### Metal 1

Bar = 20 µm. Supply wires on this layer in gray. Cells faint in the background.
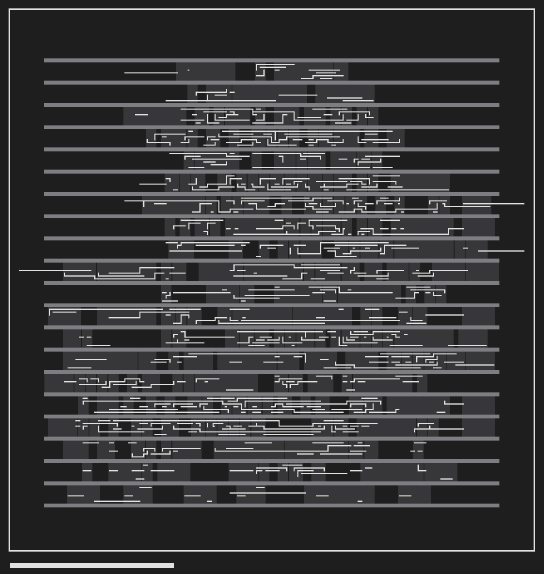
### Cells by drive strength

Bar = 20 µm.
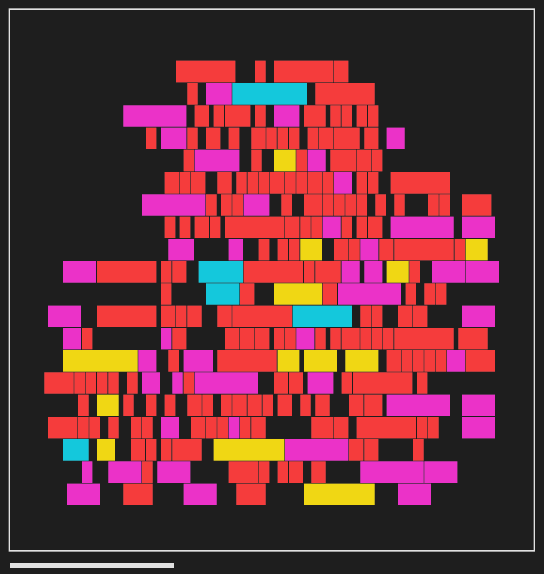
### Layout detail

Bar = 10 µm. Region (12, 0) to (52, 40) µm. Cells in gray, sequential cells in the stronger gray; small squares are vias.
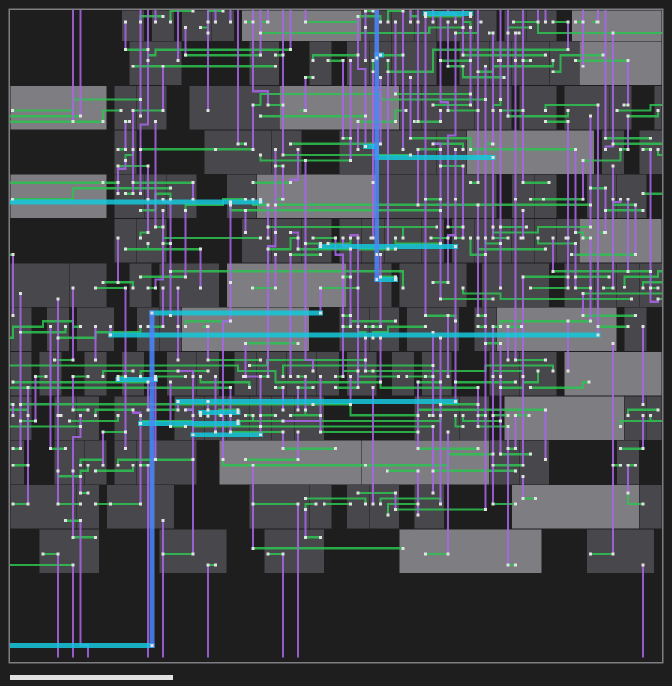
### Signal wires on met2

Bar = 20 µm. Cells faint in the background.
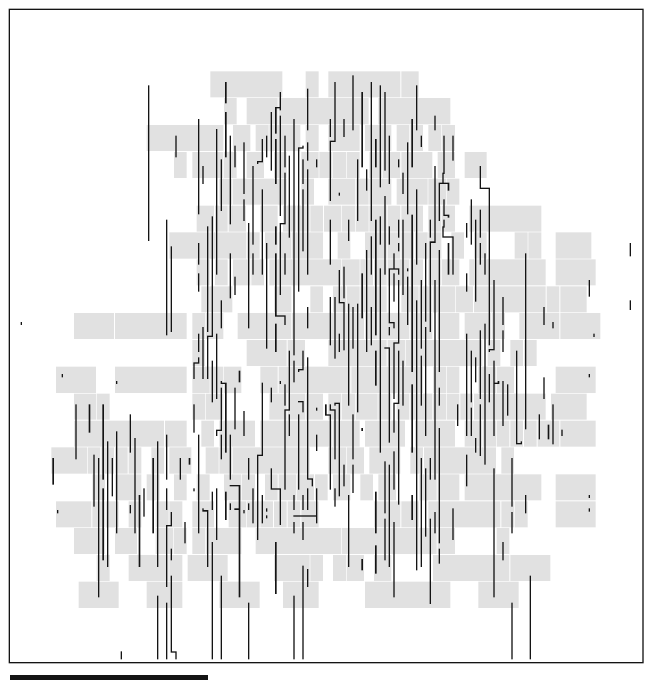
==> config.mk <==
export PLATFORM = sky130hd
export DESIGN_NAME = elevator_state_ctrl_n
export DESIGN_NICKNAME = d
export VERILOG_FILES = /design/src/rtl/elevator_state_ctrl_n.sv
export SDC_FILE = /design/constraint.sdc
export NUM_CORES = 1
export LEC_CHECK = 0
export ABC_AREA = 1
export ABC_CLOCK_PERIOD_IN_PS = 1600
export CORE_AREA = 4 4 60 62
export DETAILED_ROUTE_END_ITERATION = 8
export DIE_AREA = 0 0 64 66
export GPL_TIMING_DRIVEN = 0
export MAX_ROUTING_LAYER = met4
export PLACE_DENSITY = 0.81
export SLEW_MARGIN = 20
export SYNTH_ARGS = -nofsm -noshare
export SYNTH_HDL_FRONTEND = slang
export SYNTH_SLANG_ARGS = --single-unit
export TNS_END_PERCENT = 1
==> constraint.sdc <==
create_clock -name clk -period 1.6 [get_ports clk]
set_input_delay 0.16 -clock clk [delete_from_list [all_inputs] [get_ports clk]]
set_output_delay 0.16 -clock clk [all_outputs]
set_load 0.1 [all_outputs]
==> notes.md <==
Purpose: to document the outcome of synthesis and place and route.

Status
The flow ran to the end, but the final reports show violations. The final reports fail on negative setup slack.

Placement
The final weighted congestion in routability-driven placement is 0.823. The cell area reported after detailed placement is 0.00175 mm². The number of placed instances, taps included, is 288.

CTS
The clock slew seen by the registers of the worst setup and hold paths is around 130 ps. Post-CTS repair ended up resizing 48 cells. The root buffer cell is clkbuf_4.

Setup path
Listed in order, past its start point the critical path passes inv_6, ha_4, inv_2, nand2_1, nand2_1, clkinv_1, nand2_1, inv_2, nand3_2, nand2_4, nand2_8, clkbuf_16, a21oi_2, nor2_1. The cell with the largest stage delay on the worst path is dfxtp_4. The peak per-stage delay on the critical path is about 430 ps. The critical path endpoint has a required time of roughly 1800 ps. The largest fanout of any net on the critical path is 6.

Timing
For the final routed database, the setup TNS stands at -734 ps. Setup violations remaining at the end of the flow were counted as 13. Setup repair after global routing could not meet its margin everywhere. The final worst setup slack is -110 ps. Dividing the final minimum period by the clock period gives 1.07.

The transition time at the pin with the least slew margin is 549 ps. The final timing report lists clock skew as 3.21 ps. The tightest hold path in the finished design has a slack of 464 ps.

Yosys
The number of nets produced by synthesis is 233. The synthesized netlist cell count is 221. After synthesis, the netlist uses 27 different library cells. The share of synthesized cell area in full adder, half adder and majority cells is 0.0177. Yosys reported that registers with async set or reset make up 0. The xor and xnor area share after synthesis is 0.0248.

Yosys reports the multiplexer fraction of the synthesized area as 0. The share of synthesized area in the top cell type comes to 0.341. The yosys-reported design area after synthesis is between 0.001 and 0.0015 mm². The number of cells in the yosys synthesis report is 221. In this run, the synthesized area fraction spent on and/or/nand/nor cells is recorded as 0.374.

Floorplanning
Row generation in the floorplan step produced 20 rows. The starting density of the core is 0.466. From bottom edge to top edge, the die measures approximately 66 µm. The I/O pin count is 25.

Global routing
The number of antenna violations at the first check in global routing is 0. The most utilized layer in the global route result is met2. The global routing report lists met3 layer usage as 0.0306. The via count of the first global-routing pass is between 1000 and 1500. Summed over all routing layers, the global router reports a total usage of 0.159.

Finish
Measured on the finished design, the core utilization comes to 0.619. The flop share of the area is 0.266. Multi-input logic gates represent a cell area share of 0.443.

In the final layout, the fill cell count is 269. The share of post-route cells with drive strength above 1 is 0.263. The final net count is 264. The number of sequential cells reported for the layout is 24. Per the cell usage report, the commonest logic cells after layout are nand2_1 (55), inv_1 (27), nor2_1 (21), nand3_1 (17).

The layout multi-input combinational cell count is 158.

Drt
The routed length on met1 is between 1 and 1.5 mm. Per the detail_route log, met3 wirelength is 198 µm. The DRC violation count after routing is 0.

Pwr
Sequential cells consume a total of 0.628 mW. The total net switching power is around 0.38 mW. Switching power as a fraction of the total was reported as 0.322. The clock network power is 0.278 mW. Power comes to 1.19 mW.

The power report attributes to the combinational group a share of 0.237.

Min path
In the hold timing report, the worst path depth is 2.

Run
The number of OpenROAD warnings is 29.
-- 'Metal 1' (at the start) --
wire length on this layer: 1450 µm
share of all routed wire: 46%
longest straight run: 20.7 µm
nets with wire on the layer: 243
main direction: horizontal
vias post-DR: 1422
met1 usage: 0.192
Post-Route WL: 3.18 mm

-- 'Cells by drive strength' (at the start) --
| size | color | cells | share |
|---|---|---|---|
| x2 | magenta | 48 | 19% |
| x6 and larger | cyan | 5 | 2.0% |
| x3 and x4 | yellow | 13 | 5.2% |
| x1 and smaller | red | 185 | 74% |
Non-clk bufs: 30
Layout area overhead: 33.0%
Non-Filler Cell Area, Final: 0.00188 mm²
least setup slack across all paths after layout: -110 ps

-- 'Layout detail' (at the start) --
| layer | color |
|---|---|
| M4 | blue |
| M3 | cyan |
| M1 | green |
| M2 | purple |
sequential cells in the window: 18
cells with their middle in the window: 145
most frequent: nand2_1 (28), inv_1 (18), a21oi_1 (12)

-- 'Signal wires on met2' (at the start) --
wire length on this layer: 1490 µm
share of all routed wire: 47%
nets with wire on the layer: 195
global routing met2 resource utilization: 0.270

Power is estimated from default activity; no workload was simulated.
